--- config.mk ---
export PLATFORM = sky130hd
export DESIGN_NAME = audio_fifo_sched
export DESIGN_NICKNAME = d
export VERILOG_FILES = /design/src/rtl/audio_fifo_sched.sv
export SDC_FILE = /design/constraint.sdc
export NUM_CORES = 1
export LEC_CHECK = 0
export CAP_MARGIN = 20
export CELL_PAD_IN_SITES_DETAIL_PLACEMENT = 1
export CELL_PAD_IN_SITES_GLOBAL_PLACEMENT = 1
export CORE_AREA = 2 2 135 137
export CTS_CLUSTER_SIZE = 16
export DETAILED_ROUTE_END_ITERATION = 6
export DIE_AREA = 0 0 137 139
export HOLD_SLACK_MARGIN = 0.1
export PLACE_DENSITY = 0.81
export SLEW_MARGIN = 20
export SYNTH_ARGS = -nofsm -noshare
export SYNTH_HDL_FRONTEND = slang
export SYNTH_SLANG_ARGS = --single-unit
--- constraint.sdc ---
create_clock -name clk -period 2.9 [get_ports clk]
set_input_delay 0.725 -clock clk [delete_from_list [all_inputs] [get_ports clk]]
set_output_delay 0.725 -clock clk [all_outputs]
set_load 0.02 [all_outputs]
--- src/rtl/audio_fifo_sched.sv ---
// Rate-paced FIFO write scheduler: one-entry holding register, one write per div_freq tick.
// Optional underrun/overrun statistics are built when AUDIO_FIFO_SCHED_STATS_EN is defined.
module audio_fifo_sched #(
    parameter int DATA_W     = 32,
    parameter int USED_W     = 12,
    parameter int HIGH_WATER = 4032,
    parameter int CNT_W      = 16
) (
    input  logic              clk,
    input  logic              reset,
    input  logic              enable,
    input  logic              pause,
    input  logic              stop,
    input  logic [31:0]       div_freq,
    input  logic              src_valid,
    input  logic [DATA_W-1:0] src_data,
    output logic              src_ready,
    input  logic              fifo_full,
    input  logic [USED_W-1:0] fifo_used,
    output logic              fifo_wrreq,
    output logic [DATA_W-1:0] fifo_data,
    output logic [1:0]        state,
    output logic [CNT_W-1:0]  underrun_cnt,
    output logic [CNT_W-1:0]  overrun_cnt
);

    typedef enum logic [1:0] {
        IDLE  = 2'd0,
        RUN   = 2'd1,
        PAUSE = 2'd2
    } state_t;

    localparam logic [USED_W:0] HIGH_WATER_L = (USED_W + 1)'(HIGH_WATER);

    state_t              state_q, state_d;
    logic                hold_valid_q, hold_valid_d;
    logic [DATA_W-1:0]   hold_data_q;
    logic [31:0]         tick_cnt_q, tick_cnt_d;
    logic                wrreq_q, wrreq_d;
    logic [DATA_W-1:0]   data_q, data_d;

    logic abort;
    logic tick_hit;
    logic tick;
    logic can_write;
    logic do_write;
    logic xfer;

    function automatic logic [CNT_W-1:0] sat_inc(input logic [CNT_W-1:0] v);
        return (&v) ? v : v + CNT_W'(1);
    endfunction

    // stop and a dropped enable both abort; they outrank any tick in the same cycle
    assign abort     = stop || !enable;
    assign tick_hit  = (div_freq <= 32'd1) || (tick_cnt_q >= div_freq - 32'd1);
    assign tick      = (state_q == RUN) && !abort && tick_hit;
    assign can_write = !fifo_full && ({1'b0, fifo_used} < HIGH_WATER_L);
    assign do_write  = tick && hold_valid_q && can_write;
    assign src_ready = (state_q != IDLE) && !hold_valid_q;
    assign xfer      = src_valid && src_ready;

    always_comb begin
        state_d = state_q;
        if (abort) begin
            state_d = IDLE;
        end else begin
            case (state_q)
                IDLE:    state_d = RUN;
                RUN:     if (pause) state_d = PAUSE;
                PAUSE:   if (!pause) state_d = RUN;
                default: state_d = IDLE;
            endcase
        end
    end

    always_comb begin
        tick_cnt_d   = tick_cnt_q;
        hold_valid_d = hold_valid_q;
        wrreq_d      = 1'b0;
        data_d       = data_q;
        if (abort) begin
            tick_cnt_d   = 32'd0;
            hold_valid_d = 1'b0;
        end else begin
            if (state_q == RUN) begin
                tick_cnt_d = tick_hit ? 32'd0 : tick_cnt_q + 32'd1;
            end
            if (do_write) begin
                wrreq_d      = 1'b1;
                data_d       = hold_data_q;
                hold_valid_d = 1'b0;
            end else if (xfer) begin
                hold_valid_d = 1'b1;
            end
        end
    end

    always_ff @(posedge clk or posedge reset) begin
        if (reset) begin
            state_q      <= IDLE;
            hold_valid_q <= 1'b0;
            tick_cnt_q   <= 32'd0;
            wrreq_q      <= 1'b0;
            data_q       <= '0;
        end else begin
            state_q      <= state_d;
            hold_valid_q <= hold_valid_d;
            tick_cnt_q   <= tick_cnt_d;
            wrreq_q      <= wrreq_d;
            data_q       <= data_d;
        end
    end

    // holding data is qualified by hold_valid_q, so it needs no reset
    always_ff @(posedge clk) begin
        if (xfer) begin
            hold_data_q <= src_data;
        end
    end

    assign fifo_wrreq = wrreq_q;
    assign fifo_data  = data_q;
    assign state      = state_q;

`ifdef AUDIO_FIFO_SCHED_STATS_EN
    logic [CNT_W-1:0] underrun_q, underrun_d;
    logic [CNT_W-1:0] overrun_q, overrun_d;
    logic             underrun_ev;
    logic             overrun_ev;

    assign underrun_ev = tick && !hold_valid_q;
    assign overrun_ev  = tick && hold_valid_q && !can_write;

    always_comb begin
        underrun_d = underrun_q;
        overrun_d  = overrun_q;
        if (underrun_ev) underrun_d = sat_inc(underrun_q);
        if (overrun_ev)  overrun_d  = sat_inc(overrun_q);
    end

    always_ff @(posedge clk or posedge reset) begin
        if (reset) begin
            underrun_q <= '0;
            overrun_q  <= '0;
        end else begin
            underrun_q <= underrun_d;
            overrun_q  <= overrun_d;
        end
    end

    assign underrun_cnt = underrun_q;
    assign overrun_cnt  = overrun_q;
`else
    assign underrun_cnt = '0;
    assign overrun_cnt  = '0;
`endif

endmodule

**Pin placement**

Pins as bars across the die edge, other pins in gray.
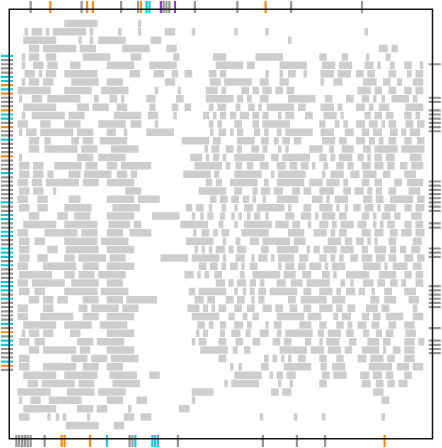
port	color	pins	direction	edge
`fifo_data`	cyan	32	output	25 left, 5 bottom, 2 top
`state`	purple	2	output	top
`overrun_cnt`	orange	16	output	7 left, 5 top, 4 bottom
all pins by edge	76 left, 33 right, 22 bottom, 20 top
number of buffers added on ports: 112
height of the chip: 139 um
Die X-Extent: 137 um

**Clock wires, drivers and flops**

Bar = 50 um.
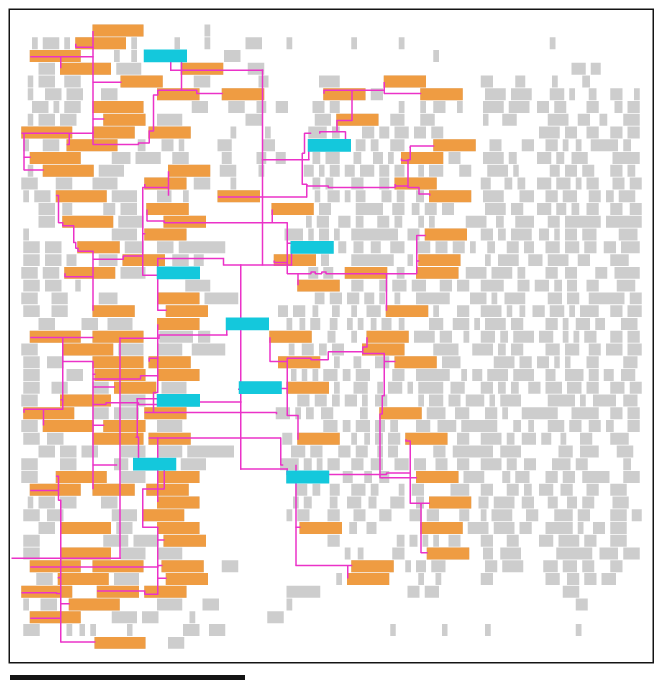
[clock wires] magenta | length: 1330 um
[flip-flops] orange | count: 100
[clock drivers] cyan | count: 9
routed clock nets	10
Clk network pwr share: 0.390
clock-net power: 1.19 mW
final clock skew: 7.25 ps
worst-skew pair later-pin latency: 350 ps

**Placement by cell class**

Fill, decap, tap and diode cells in gray.
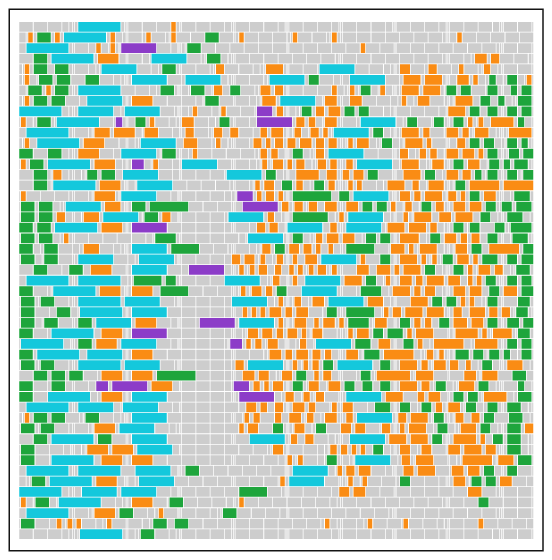
class	color	cells	share of their area
flops	cyan	100	31%
clock drivers and dummy loads	purple	16	3.4%
combinational and other logic	orange	435	39%
other buffers and delay cells	green	251	27%
FP Rows: 49
core area: 17700 sq um

==> reports/results.tsv <==
metric	value	unit
cp.depth	18	
p_per_area	345	nW/um^2
status	finished with violations	
most_common_cell	dfrtp_1	
r2r_slack	-210	ps
seq_share	0.300	
finalMaxSlewViolations	0	
p_total	3.06	mW
top_power_group	sequential cells	
cts.htree.levels	3	
p_int	2.27	mW
setup_violations	66	
grt_pass1_wl	28.6	mm
synthToLayoutAreaGrowth	50.6	%
leakage	3.94	nW
fin_hold_ws	478	ps
drive_gt1_frac	0.319	
synthAdderAreaFrac	0.0761	
crit_chain	clkdlybuf4s15_1 > nor3_4 > nand3_2 > buf_4 > nor4_4 > nand2b_1 > buf_4 > nor2_2 > xnor2_1 > ha_1 > nand4_1 > nor3_2 > or4b_4 > a311o_1 > a2111o_2 > buf_12 > buf_12 > mux2_4	
violations	setup timing	
gp_congestion	0.847	
drtIter0Drc	169	
min_path_type	reg2reg	
drc	0	
worstSetupPathType	in2reg	
fin_crit_sh	1.54	
ys_sh_xor	0.0610	
relSlewSlack	0.562	
min_to	fifo_data[2]	
async_flop_share	0.680	
largestClassByArea	logic gates	
setup_ws	-1560	ps
**Routed metal, one color a layer**

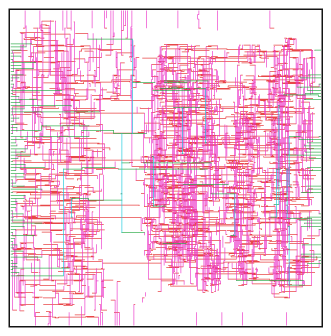
layer	color	wire length
metal 3	green	1090 um
metal 2	magenta	9480 um
metal 1	red	7820 um
metal 4	cyan	358 um

**Cell outlines without signal wires**

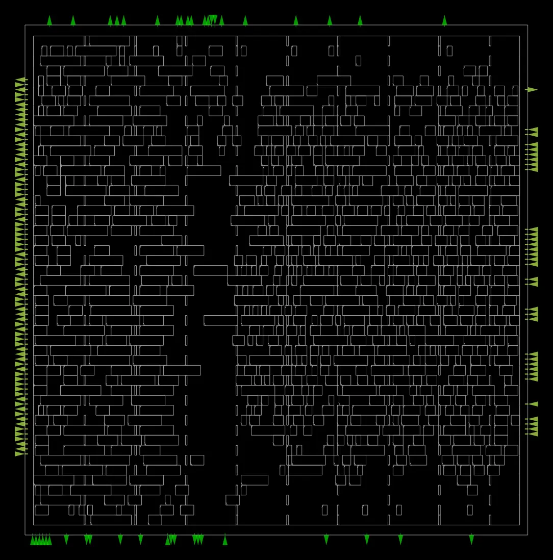
Fill cells: 1909
sequential cell count: 100
Layout Cells excl Fill: 1031
utilization after layout: 0.502

layer usage:
metal	wire length (um)	share of wire	track usage	vias to the layer above
li1	-	-	-	2431
met1	7820	0.42	0.234	2499
met2	9480	0.51	0.337	160
met3	1090	0.058	0.0406	30
met4	358	0.019	0.0570	0
met5	0	0	0	-
registers in the layout (all words and copies together), names as in the netlist:
name          flops
hold_data_q      32
tick_cnt_q       32
fifo_data        32
fifo_wrreq        1
state             2
hold_valid_q      1
metrics by stage:
| step | instances | util | TNS, ps |
|---|---|---|---|
| CTS | 1022 | 0.489 | -81250 |
| global placement | 981 | 0.453 | -118550 |
| finish | 1031 | 0.502 | -89330 |
| detailed placement | 981 | 0.453 | -130420 |
| global route | 1031 | 0.502 | -99800 |
| floorplan | 585 | - | -73520 |
Power and IR drop assume default switching activity.
